[src/rtl/lpf_pkg.sv]
// Shared definitions for the low-pass filter family.
// Sample width, sample type and rounding helper.
package lpf_pkg;

  localparam int IN_WIDTH = 15;

  typedef logic signed [IN_WIDTH:0] sample_t;

  function automatic logic signed [31:0] rnd_shift(
    input logic signed [31:0] v,
    input int unsigned        k
  );
    logic signed [31:0] r;
    r = v;
    if (k != 0) r = v + (32'sd1 <<< (k - 1));
    return r >>> k;
  endfunction

endpackage

[src/rtl/lpf_sync_fifo.sv]
// First-word-fall-through synchronous FIFO.
// Wrap-bit pointers, registered occupancy level.
module lpf_sync_fifo #(
  parameter int width      = 16,
  parameter int depth_log2 = 3
) (
  input  logic                I_clk,
  input  logic                I_reset_n,
  input  logic                push,
  input  logic                pop,
  input  logic [width-1:0]    din,
  output logic [width-1:0]    dout,
  output logic                empty,
  output logic                full,
  output logic [depth_log2:0] level
);

  localparam int Depth = 1 << depth_log2;

  logic [width-1:0]    mem_q [Depth];
  logic [depth_log2:0] wr_ptr_q, wr_ptr_d;
  logic [depth_log2:0] rd_ptr_q, rd_ptr_d;
  logic [depth_log2:0] level_q, level_d;
  logic                wr_en, rd_en;

  always_comb begin
    empty = (wr_ptr_q == rd_ptr_q);
    full  = (wr_ptr_q[depth_log2] != rd_ptr_q[depth_log2]) &&
            (wr_ptr_q[depth_log2-1:0] == rd_ptr_q[depth_log2-1:0]);
    rd_en = pop & ~empty;
    // a pop frees the slot, so a push into a full FIFO may proceed
    wr_en = push & (~full | rd_en);
    wr_ptr_d = wr_ptr_q;
    rd_ptr_d = rd_ptr_q;
    level_d  = level_q;
    if (wr_en) wr_ptr_d = wr_ptr_q + 1'b1;
    if (rd_en) rd_ptr_d = rd_ptr_q + 1'b1;
    unique case (1'b1)
      (wr_en & ~rd_en): level_d = level_q + 1'b1;
      (rd_en & ~wr_en): level_d = level_q - 1'b1;
      default:          level_d = level_q;
    endcase
    dout  = empty ? '0 : mem_q[rd_ptr_q[depth_log2-1:0]];
    level = level_q;
  end

  always_ff @(posedge I_clk) begin
    if (!I_reset_n) begin
      wr_ptr_q <= '0;
      rd_ptr_q <= '0;
      level_q  <= '0;
    end else begin
      wr_ptr_q <= wr_ptr_d;
      rd_ptr_q <= rd_ptr_d;
      level_q  <= level_d;
    end
  end

  always_ff @(posedge I_clk) begin
    if (wr_en) mem_q[wr_ptr_q[depth_log2-1:0]] <= din;
  end

endmodule

[src/rtl/lpf_decim_reader.sv]
// Accumulate-and-dump decimator feeding a FWFT FIFO.
// Downstream valid/ready with sticky drop flag.
module lpf_decim_reader
  import lpf_pkg::*;
#(
  parameter int in_width        = IN_WIDTH,
  parameter int dec_log2        = 2,
  parameter int fifo_depth_log2 = 3
) (
  input  logic                       I_clk,
  input  logic                       I_reset_n,
  input  logic signed [in_width:0]   I_data,
  input  logic                       I_valid,
  input  logic                       I_clear,
  output logic signed [in_width:0]   O_data,
  output logic                       O_valid,
  input  logic                       I_ready,
  output logic [fifo_depth_log2:0]   O_level,
  output logic                       O_overflow
);

  localparam int DW = in_width + 1;
  localparam int AW = in_width + dec_log2 + 1;
  localparam int PW = (dec_log2 > 0) ? dec_log2 : 1;
  localparam int N  = 1 << dec_log2;

  logic signed [AW-1:0] acc_q, acc_d, sum;
  logic [PW-1:0]        phase_q, phase_d;
  logic                 ovf_q, ovf_d;
  logic signed [DW-1:0] result;
  logic                 push, pop, last;
  logic                 f_empty, f_full;
  logic [DW-1:0]        f_dout;

  always_comb begin
    sum    = acc_q + AW'(I_data);
    result = DW'(rnd_shift(32'(sum), dec_log2));
    last   = (phase_q == PW'(N - 1));
    pop    = I_ready & ~f_empty;
    acc_d   = acc_q;
    phase_d = phase_q;
    ovf_d   = ovf_q;
    push    = 1'b0;
    if (I_clear) begin
      acc_d   = '0;
      phase_d = '0;
      ovf_d   = 1'b0;
    end else if (I_valid) begin
      if (last) begin
        acc_d   = '0;
        phase_d = '0;
        push    = 1'b1;
        if (f_full & ~pop) ovf_d = 1'b1;
      end else begin
        acc_d   = sum;
        phase_d = phase_q + 1'b1;
      end
    end
  end

  always_ff @(posedge I_clk) begin
    if (!I_reset_n) begin
      acc_q   <= '0;
      phase_q <= '0;
      ovf_q   <= 1'b0;
    end else begin
      acc_q   <= acc_d;
      phase_q <= phase_d;
      ovf_q   <= ovf_d;
    end
  end

  lpf_sync_fifo #(
    .width      (DW),
    .depth_log2 (fifo_depth_log2)
  ) u_fifo (
    .I_clk     (I_clk),
    .I_reset_n (I_reset_n),
    .push      (push),
    .pop       (pop),
    .din       (result),
    .dout      (f_dout),
    .empty     (f_empty),
    .full      (f_full),
    .level     (O_level)
  );

  assign O_data     = f_dout;
  assign O_valid    = ~f_empty;
  assign O_overflow = ovf_q;

endmodule

[config.mk]
export PLATFORM = sky130hd
export DESIGN_NAME = lpf_decim_reader
export DESIGN_NICKNAME = d
export VERILOG_FILES = /design/src/rtl/lpf_pkg.sv /design/src/rtl/lpf_sync_fifo.sv /design/src/rtl/lpf_decim_reader.sv
export SDC_FILE = /design/constraint.sdc
export NUM_CORES = 1
export LEC_CHECK = 0
export ABC_AREA = 1
export ABC_CLOCK_PERIOD_IN_PS = 4500
export CELL_PAD_IN_SITES_DETAIL_PLACEMENT = 0
export CELL_PAD_IN_SITES_GLOBAL_PLACEMENT = 1
export CORE_MARGIN = 10
export CORE_UTILIZATION = 47
export DETAILED_ROUTE_END_ITERATION = 16
export PLACE_DENSITY = 0.77
export SYNTH_ARGS = -nofsm -noshare
export SYNTH_HDL_FRONTEND = slang
export SYNTH_SLANG_ARGS = --single-unit
[constraint.sdc]
create_clock -name I_clk -period 4.5 [get_ports I_clk]
set_clock_uncertainty 0.2 [all_clocks]
set_input_delay 1.125 -clock I_clk [delete_from_list [all_inputs] [get_ports I_clk]]
set_output_delay 1.125 -clock I_clk [all_outputs]
set_load 0.05 [all_outputs]
Run 1, gate families picked out:
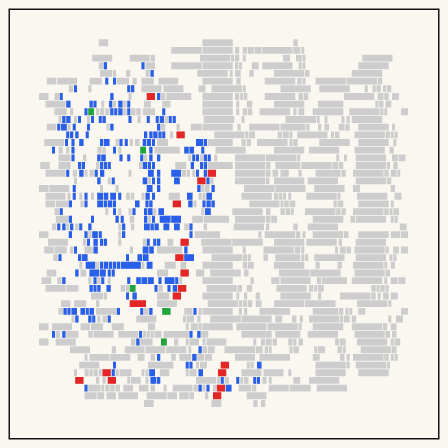
[AND and OR gates] green | cells: 5 | most used: and2_1
[XOR/XNOR gates] red | cells: 18 | most used: xor2_1
[NAND gates] blue | cells: 260 | most used: nand2_1

Run 1, wiring by layer:
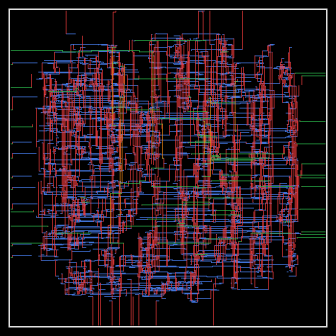
[met1] blue | wire length: 8340 um
[met2] red | wire length: 9520 um
[met3] green | wire length: 975 um
[met4] orange | wire length: 319 um

Run 1, placement density heat map:
15 x 15 tiles, from white (low) to dark blue (high), 0 to 100% covered.
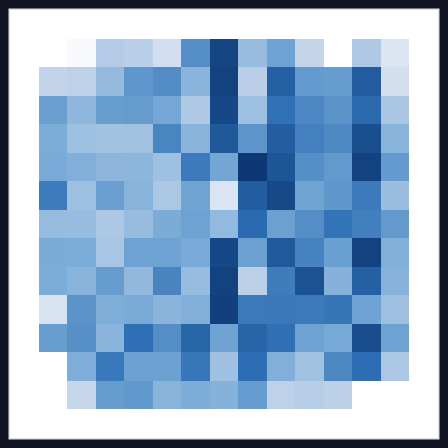
nearly empty tiles: 28%
densest ninth of the die: middle
emptiest ninth of the die: top left
mean over tiles: 40%
fullest tile: 97%

Run 1, the metal 2 layer:
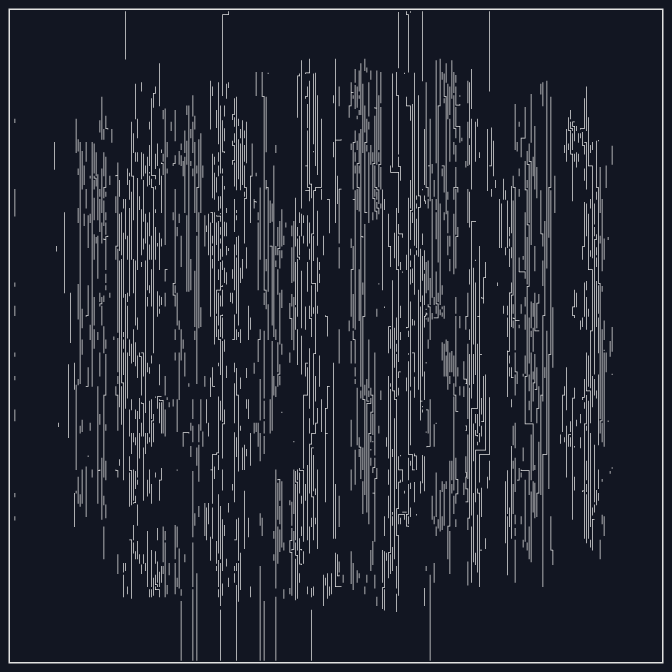
nets with wire on the layer: 753
wire length on this layer: 9520 um

==> deck_impl_summary.md, run 1 <==
Synthesis and Place & Route Summary

Status
  – Run status: completed

Clocking
  – Setup fix buffers added after clock tree synthesis: 0
  – Cell at the root of the clock tree: sky130_fd_sc_hd__clkbuf_16
  – Number of sinks driven by the clock tree: 164
  – Maximum count of clock buffers along a single path: 2

Drt
  – Via Count: 6208
  – Final wirelength: between 15 and 20 mm
  – Number of DRC markers after the initial detailed-route iteration: 490

Power
  – Leakage power: approximately 3.8 nW
  – Reported net switching power: about 0.95 mW
  – Cell-internal power: roughly 2.7 mW
  – Overall power: roughly 3.6 mW
  – IR drop worst, VDD: 0.254 mV
  – Clock network fraction of design power: 0.402
  – Power share of the combinational group: 0.130
  – Power per Cell Area: approximately 380 nW/um^2

Worst setup path
  – Cell at the slowest stage of the critical path: sky130_fd_sc_hd__clkdlybuf4s50_1
  – Crit end category: output port
  – Worst path bufs/invs: 1
  – Reg-to-reg critical path endpoint: u_fifo.level[3]$_SDFFE_PN0P_
  – Crit-path cells: xor2_1, nor3_1, nand2_1, clkdlybuf4s50_1
  – Arrival time worst endpoint: 2630 ps
  – Dominant delay contributor by cell family on the critical path: buffers and inverters
  – Max incr delay on CP: ~840 ps

Die
  – Die y size: around 150 um
  – Floorplan Core Area: 17100 um^2
  – Floorplan-stage core utilization: 0.476

Synthesis
  – Asr flop ratio synth: 0
  – Number of distinct library cells after synthesis: 35
  – EDFF count, synth: 128
  – Predominant post-synthesis flop cell: sky130_fd_sc_hd__edfxtp_1
  – Mapped Cells: approximately 900
  – Synth warn: 0
  – Synth flops: around 160
  – Number of standard cells reported by yosys: roughly 900

Min path
  – Sink of the worst hold path: O_overflow$_SDFFE_PP0P_
  – Hold depth: 2
  – Min-Delay Startpoint: O_overflow$_SDFFE_PP0P_

Global routing
  – Number of antenna violations at the first check in global routing: 0
  – Maximum number of pins on one net before global-route repair: 38

Timing
  – Achievable Freq: 0.253 GHz
  – Final period util: 0.878
  – Final Max Slew Viols: 0

Final layout
  – Footprint of the flip-flops and latches: ~4600 um^2
==> run 1: area by class of cell <==
cell class                 instances  area share
sequential                       164       0.485
multi-input combinational        619       0.336
timing repair buffer              57      0.0524
clock buffer                      18      0.0456
inverter                          84      0.0335
tap                              225      0.0299
clock inverter                    14      0.0175
==> run 1: cell usage in the layout (no fill, tap or decap), types with 2 or more instances in the layout <==
cell,count
sky130_fd_sc_hd__o21ai_1,2
sky130_fd_sc_hd__xnor2_1,5
sky130_fd_sc_hd__edfxtp_1,128
sky130_fd_sc_hd__clkdlybuf4s50_1,26
sky130_fd_sc_hd__nand3_1,37
sky130_fd_sc_hd__xor2_1,12
sky130_fd_sc_hd__inv_2,4
sky130_fd_sc_hd__inv_6,4
sky130_fd_sc_hd__a31oi_1,16
sky130_fd_sc_hd__inv_1,80
sky130_fd_sc_hd__clkbuf_16,17
sky130_fd_sc_hd__nor3_1,6
sky130_fd_sc_hd__buf_4,31
sky130_fd_sc_hd__clkinvlp_4,3
sky130_fd_sc_hd__nand2_2,20
sky130_fd_sc_hd__bufinv_16,2
sky130_fd_sc_hd__o21ai_0,87
sky130_fd_sc_hd__nor2_1,132
sky130_fd_sc_hd__ha_1,24
sky130_fd_sc_hd__nand3_2,6
sky130_fd_sc_hd__nor2_4,4
sky130_fd_sc_hd__nor2_2,3
sky130_fd_sc_hd__a211oi_1,2
sky130_fd_sc_hd__inv_8,3
sky130_fd_sc_hd__and2_1,2
sky130_fd_sc_hd__a21oi_1,39
sky130_fd_sc_hd__fa_1,2
sky130_fd_sc_hd__nand2_1,187
sky130_fd_sc_hd__dfxtp_1,35
sky130_fd_sc_hd__nand4_1,7
sky130_fd_sc_hd__o22ai_1,16
==> run 1: sequential cells by signal, summed over array words and instances (netlist names), named ones only <==
name and cells:
u_fifo.mem_q 128, acc_q 18, u_fifo.level 4, u_fifo.rd_ptr_q 4, u_fifo.wr_ptr_q 4, phase_q 2, O_overflow 1
==> run 1: per-layer routing <==
metal  track usage  vias up  share of wire  routed length [um]
met3        0.0324       26          0.051                 974
met2         0.290      146           0.50                9520
li1              -     3126              -                   -
met4        0.0686        0          0.017                 318
met5             0        -              0                   0
met1         0.212     2910           0.44                8340
==> run 1: metrics by stage <==
step	setup slack, ps	area (um^2)	cells
after global routing	355	9420	1181
after detailed placement	469	8820	1149
final	549	9420	1181
after global placement	510	8820	1149
after CTS	519	9420	1181
after floorplan	778	8150	896
==> run 1: power by group through the flow <==
stage / logic [mW] / registers, mW / clock network (mW)
5_1_grt: 0.523 / 1.69 / 1.53
2_1_floorplan: 0.320 / 1.73 / 0
6_report: 0.467 / 1.69 / 1.45
3_3_place_gp: 0.457 / 1.72 / 0
4_1_cts: 0.470 / 1.69 / 1.47
3_5_place_dp: 0.468 / 1.72 / 0
==> run 1: cells by family (layout without fill, tap and decap cells) <==
group / count (synthesis) / after routing / share of synthesized area
AND/OR/NAND/NOR: 411 / 411 / 0.219
buffers and inverters: 113 / 173 / 0.0520
adder cells (fa/ha/maj): 26 / 26 / 0.0418
AND-OR/OR-AND: 164 / 164 / 0.107
flip-flops: 164 / 164 / 0.560
XOR/XNOR: 18 / 18 / 0.0203
==> run 2: changes to the inputs <==
--- a/config.mk
+++ b/config.mk
@@ -6,13 +6,13 @@
 export NUM_CORES = 1
 export LEC_CHECK = 0
 export ABC_AREA = 1
-export ABC_CLOCK_PERIOD_IN_PS = 4500
+export ABC_CLOCK_PERIOD_IN_PS = 3400
 export CELL_PAD_IN_SITES_DETAIL_PLACEMENT = 0
 export CELL_PAD_IN_SITES_GLOBAL_PLACEMENT = 1
 export CORE_MARGIN = 10
-export CORE_UTILIZATION = 47
+export CORE_UTILIZATION = 42
 export DETAILED_ROUTE_END_ITERATION = 16
-export PLACE_DENSITY = 0.77
+export PLACE_DENSITY = 0.73
 export SYNTH_ARGS = -nofsm -noshare
 export SYNTH_HDL_FRONTEND = slang
 export SYNTH_SLANG_ARGS = --single-unit
==> constraint.sdc (replaced) <==
create_clock -name I_clk -period 3.4 [get_ports I_clk]
set_clock_uncertainty 0.2 [all_clocks]
set_input_delay 0.85 -clock I_clk [delete_from_list [all_inputs] [get_ports I_clk]]
set_output_delay 0.85 -clock I_clk [all_outputs]
set_load 0.05 [all_outputs]
Run 2, track usage over the die:
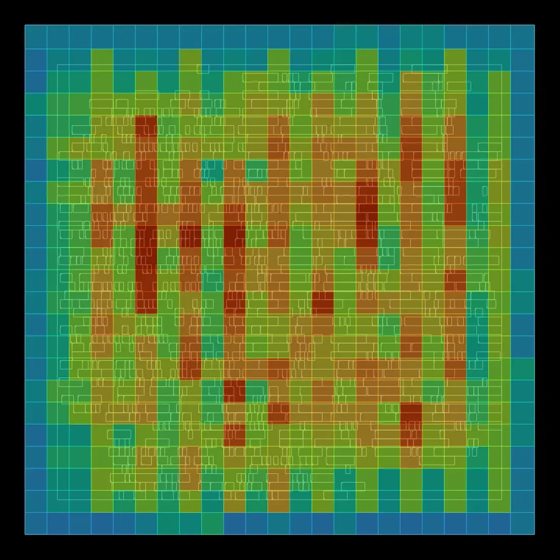
met1 track demand over resource: 0.195
Final Util: 0.544
drt wl/cell: 15.2 um
fraction of met3 tracks used by global routing: 0.0297

Run 2, the metal 2 layer:
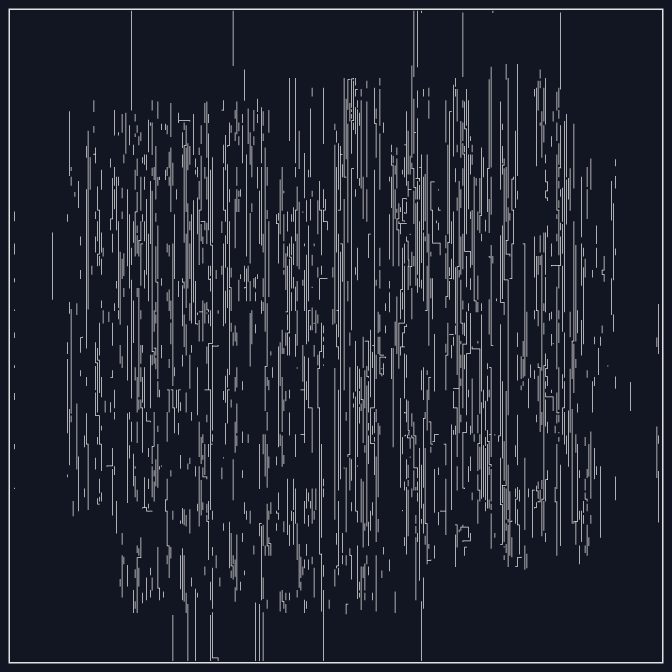
wire length on this layer: 9160 um
main direction: vertical

==> run 2 against run 1 <==
Net effect:
- setup slack worse by 420 ps
- power increased by 43%
- clock power grew 49%
- largest cell class unchanged
- sequential power rose by 33%
- cell area rose by 9.2%
- critical path type is now input pin to register
- critical endpoint is now u_fifo.mem_q[4][7]$_DFFE_PP_
- flip-flop count unchanged
==> deck_impl_summary.md, run 2 <==
Synthesis and Place & Route Summary

Status
  – Run status: completed

Worst setup path
  – Crit-path cells: clkdlybuf4s50_1, ha_1, fa_2, xor2_2, ha_1, nand2_1, nor2_2, nand3_2, nor2_4, xor2_1
  – Reg-to-reg critical path endpoint: u_fifo.level[3]$_SDFFE_PN0P_
  – Arrival time worst endpoint: 3210 ps (+580 ps)
  – Max incr delay on CP: 510 ps (-330 ps)
  – Cell at the slowest stage of the critical path: sky130_fd_sc_hd__xor2_1
  – Crit end category: register
  – Crit path launch type: input pin

Clocking
  – Maximum count of clock buffers along a single path: 2 (unchanged)
  – Cell at the root of the clock tree: sky130_fd_sc_hd__clkbuf_16
  – Setup fix buffers added after clock tree synthesis: 0 (unchanged)
  – Number of sinks driven by the clock tree: 164 (unchanged)

Synthesis
  – EDFF count, synth: 128 (unchanged)
  – Mapped Cells: 896 (unchanged)
  – Number of distinct library cells after synthesis: 35 (unchanged)
  – Area leader share: 0.472
  – Synth flops: 164 (unchanged)
  – Number of standard cells reported by yosys: 896 (unchanged)
  – Synth warn: 0 (unchanged)
  – Asr flop ratio synth: 0 (unchanged)

Timing
  – Least-Margin Pin Slew: approximately 740 ps
  – Final Max Slew Viols: 0 (unchanged)
  – Final period util: 0.961

Min path
  – Sink of the worst hold path: O_overflow$_SDFFE_PP0P_
  – Hold depth: 2 (unchanged)

Final layout
  – Commonest non-fill, non-tap cell in the layout: sky130_fd_sc_hd__nand2_1
  – Final standard cell count with taps included and fillers excluded: 1274 (+7.9%)
  – Max FFs per register: 128 (unchanged)
  – Most frequent cells in the layout: 185 x sky130_fd_sc_hd__nand2_1, 131 x sky130_fd_sc_hd__nor2_1, 128 x sky130_fd_sc_hd__edfxtp_1
  – Final cell area excluding filler cells: 10300 um^2 (+9.2%)

Drt
  – Final wirelength: 19.4 mm (+1.4%)
  – Via Count: 6245 (+0.60%)
  – Met2 wirelength from detailed routing: 9.16 mm (-3.8%)
  – Total length of routed met3 wires: 667 um (-32%)
  – Highest Signal Layer: met4
  – Post-Route M1 WL: 9.36 mm (+12%)

Power
  – IR drop worst, VDD: 0.375 mV (+48%)
  – Leakage power: 4.15 nW (+9.8%)

Die
  – Floorplan Core Area: 18900 um^2 (+10%)
  – Floorplan-stage core utilization: 0.431 (-0.0448)

Place
  – Minimum setup slack after placement: -385 ps (-854 ps)
  – Placed cell areas: 9600 um^2 (+8.9%)
  – Cell count after placement: 1242 (+8.1%)

Global routing
  – Maximum number of pins on one net before global-route repair: 53 (+39%)
-- run 2: cell counts after synthesis --
No cell type changed its count.
-- run 2: report_power, final --
part           leakage (nW)  switching (mW)  internal (mW)
logic                  2.39           0.462          0.289
clock network         0.322           0.828           1.33
registers              1.44          0.0140           2.22
total                  4.15            1.30           3.84
-- run 2: layout make-up --
cell class,instances,area [um^2],area share
clock buffer,18,429,0.0417
sequential,164,4570,0.444
timing repair buffer,115,1180,0.115
tap,260,325,0.0316
multi-input combinational,619,3230,0.314
clock inverter,14,235,0.0229
inverter,84,315,0.0307
-- run 2: worst max path at each step --
stage,from,end,slack [ps],cells past startpoint
final,I_data[0],u_fifo.mem_q[4][7]$_DFFE_PP_,130,10
after global routing,I_data[0],u_fifo.mem_q[2][7]$_DFFE_PP_,0.3,13
after CTS,register,O_data[14],50,7
after detailed placement,I_data[0],u_fifo.mem_q[3][7]$_DFFE_PP_,-380,10
after global placement,I_data[0],u_fifo.mem_q[2][7]$_DFFE_PP_,-320,10
after floorplan,I_ready,u_fifo.mem_q[6][0]$_DFFE_PP_,160,5
-- run 2: worst max-delay path, delay by kind of cell --
family | cells | cell delay (ps)
AND/OR/NAND/NOR | 4 | 400
buffers and inverters | 1 | 420
XOR/XNOR | 2 | 700
adder cells (fa/ha/maj) | 3 | 830
-- run 2: kinds of logic after synthesis --
family / Yosys count / share of synthesized area
XOR/XNOR: 18 / 0.0203
buffers and inverters: 113 / 0.0520
AND/OR/NAND/NOR: 411 / 0.219
adder cells (fa/ha/maj): 26 / 0.0418
flip-flops: 164 / 0.560
AND-OR/OR-AND: 164 / 0.107
-- run 2: timing repair --
| item | in CTS | in global routing |
|---|---|---|
| setup endpoints to repair | 0 | 85 |
| hold buffers | 0 | 0 |
| resized | 0 | 6 |
-- run 2: metal layers --
metal	GRT usage	vias to the layer above
li1	-	3251
met1	0.195	2871
met2	0.253	104
met3	0.0297	19
met4	0.0455	0
met5	0	-
-- run 2: metrics by stage --
stage               utilization  power [mW]
finish                    0.544        5.15
global route              0.544        5.34
global placement          0.508        3.02
detailed placement        0.508        3.03
floorplan                     -        2.71
CTS                       0.544        5.19
==> run 3: changes to the inputs <==
--- a/config.mk
+++ b/config.mk
@@ -11,8 +11,10 @@
 export CELL_PAD_IN_SITES_GLOBAL_PLACEMENT = 1
 export CORE_MARGIN = 10
 export CORE_UTILIZATION = 42
+export CTS_CLUSTER_SIZE = 14
 export DETAILED_ROUTE_END_ITERATION = 16
-export PLACE_DENSITY = 0.73
+export PLACE_DENSITY = 0.81
 export SYNTH_ARGS = -nofsm -noshare
 export SYNTH_HDL_FRONTEND = slang
+export SYNTH_HIERARCHICAL = 1
 export SYNTH_SLANG_ARGS = --single-unit
Run 3, wiring by layer:
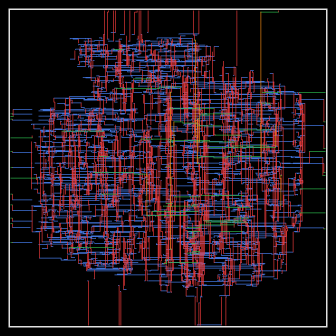
[met1] blue | wire length: 9190 um
[met3] green | wire length: 728 um
[met4] orange | wire length: 303 um
[met2] red | wire length: 9650 um

Run 3, the metal 2 layer:
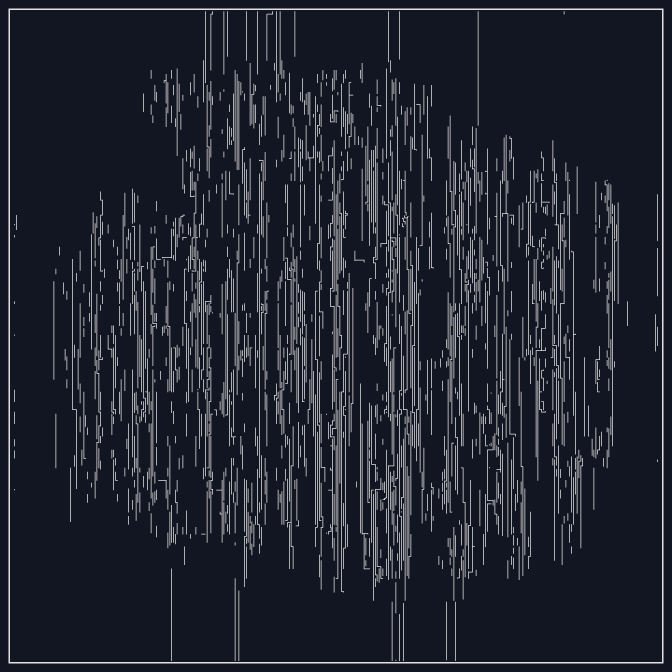
nets with wire on the layer: 810
longest straight run: 74.8 um
main direction: vertical
share of all routed wire: 49%
wire length on this layer: 9650 um

==> run 3 against run 2 <==
Net effect:
- combinational power is 36% lower
- synthesized area grew 1.8%
- core utilization down 1.7 points
- synthesized cell count is 1.2% higher
- clock-buffer cell count shrank 1
- first-iteration DRC count increased by 24%
- sequential power about the same
- power down 10%
- register-to-register slack improved by 90 ps
- final cell count rose by 2.0%
- critical path depth is 4 lower
- non-clock buffer count increased by 9
- critical endpoint is now O_data[14]
==> deck_impl_summary.md, run 3 <==
Synthesis and Place & Route Summary

Status
  – Run status: completed

Flow run
  – Tally of OpenROAD warnings: 26

Final layout
  – # fillers: approximately 1800
  – Commonest non-fill, non-tap cell in the layout: sky130_fd_sc_hd__nand2_1
  – Area of combinational cells with multiple inputs: 3320 um^2 (+2.7%)
  – Max FFs per register: 128 (unchanged)
  – Footprint of the flip-flops and latches: 4570 um^2 (about the same)
  – Most frequent cells in the layout: 189 x sky130_fd_sc_hd__nand2_1, 159 x sky130_fd_sc_hd__nor2_1, 128 x sky130_fd_sc_hd__edfxtp_1
  – Final standard cell count with taps included and fillers excluded: 1299 (+2.0%)

Drt
  – Final wirelength: 19.9 mm (+2.3%)
  – Via Count: 6456 (+3.4%)
  – Drt wl/cell: 15.3 um (+0.35%)

Clocking
  – Setup fix buffers added after clock tree synthesis: 0 (unchanged)
  – Maximum count of clock buffers along a single path: 2 (unchanged)
  – Number of buffers created by CTS: 17
  – Clock transition time at the flip-flop clock pins of the worst setup and hold paths: around 70 ps
  – CTS tree: built
  – Number of sinks driven by the clock tree: 164 (unchanged)

Synthesis
  – Number of distinct library cells after synthesis: 39 (+11%)
  – Number of standard cells reported by yosys: 907 (+1.2%)
  – EDFF count, synth: 128 (unchanged)
  – Asr flop ratio synth: 0 (unchanged)
  – Synth warn: 6 (+6)
  – Mapped Cells: 907 (+1.2%)
  – Predominant post-synthesis flop cell: sky130_fd_sc_hd__edfxtp_1
  – Post-Syn Area: around 8300 um^2
  – Synth flops: 164 (unchanged)
  – Area leader share: 0.464 (-0.00811)

Die
  – Boundary pin count: 43
  – Floorplan-stage core utilization: 0.426 (-0.00529)
  – Chip footprint: roughly 26000 um^2
  – Floorplan Core Area: 19500 um^2 (+3.0%)

Timing
  – Final period util: 0.965 (+0.00329)
  – Least-Margin Pin Slew: 678 ps (-59.7 ps)
  – Final Max Slew Viols: 0 (unchanged)

Worst setup path
  – Crit path launch type: register
  – Crit end category: output port
  – Arrival time worst endpoint: 2230 ps (-980 ps)

Power
  – Overall power: 4.61 mW (-10%)
  – Leakage power: 4.21 nW (+1.5%)
  – IR drop worst, VDD: 0.368 mV (-1.8%)

Global routing
  – Most heavily used metal layer in global routing: met2
  – Met1 track demand over resource: 0.193 (-0.00267)
  – Fraction of met3 tracks used by global routing: 0.0297 (-0.0000404)
  – Maximum number of pins on one net before global-route repair: 65 (+23%)
  – Met2 global-route usage: 0.266 (+0.0121)

Place
  – Cell count after placement: 1267 (+2.0%)
  – Minimum setup slack after placement: -491 ps (-106 ps)
  – Final Wtd Congestion: roughly 0.82
-- run 3: power breakdown --
group          internal [mW]  switching (mW)
combinational          0.197           0.287
sequential              2.22         0.00557
clock                   1.04           0.861
total                   3.45            1.15
-- run 3: final timing paths --
kind | start | endpoint | slack (ps) | cells after the start
max reg2reg | acc_q[0]$_SDFFE_PP0P_ | u_fifo/mem_q[2][14]$_DFFE_PP_ | 770 | 12
min | acc_q[11]$_SDFFE_PP0P_ | acc_q[11]$_SDFFE_PP0P_ | 270 | 2
min reg2reg | acc_q[11]$_SDFFE_PP0P_ | acc_q[11]$_SDFFE_PP0P_ | 270 | 2
max | register | O_data[14] | 120 | 6
-- run 3: critical path, cell delays in order, from the launching register on --
cell	delay, ps
sky130_fd_sc_hd__dfxtp_2	340
sky130_fd_sc_hd__clkbuf_8	390
sky130_fd_sc_hd__nor2_1	130
sky130_fd_sc_hd__o32ai_1	320
sky130_fd_sc_hd__o21ai_0	120
sky130_fd_sc_hd__nor2_1	250
sky130_fd_sc_hd__buf_4	250
-- run 3: cell families after synthesis --
family | share of synthesized area
simple gates | 0.242
flops | 0.550
compound gates | 0.0960
buf+inv | 0.0563
fa+ha+maj | 0.0395
xor+xnor | 0.0158
-- run 3: cell type report --
type,instances,share of cell area
Clock buffer,17,0.0414
Clock inverter,15,0.0158
Inverter,92,0.0338
Multi-Input combinational cell,622,0.323
Sequential cell,164,0.445
Tap cell,265,0.0323
Timing Repair Buffer,124,0.109
-- run 3: timing repair --
item                                    in CTS  in global routing
pin swaps                                    0                  0
endpoints found under the hold margin        0                  0
endpoints found under the setup margin      24                 82
cloned                                       0                  0
gates resized                                4                  9
hold buffers                                 0                  0
-- run 3: stage by stage --
| step | util | area (um^2) |
|---|---|---|
| finish | 0.527 | 10300 |
| global route | 0.527 | 10300 |
| CTS | 0.526 | 10200 |
| detailed placement | 0.494 | 9620 |
| global placement | 0.494 | 9620 |
| floorplan | - | 8300 |
-- run 3: metal layers --
layer	routed length, um	up-vias	part of all wire
li1	-	3282	-
met1	9190	3028	0.46
met2	9650	124	0.49
met3	728	22	0.037
met4	302	0	0.015
met5	0	-	0
Power and IR drop assume default switching activity.
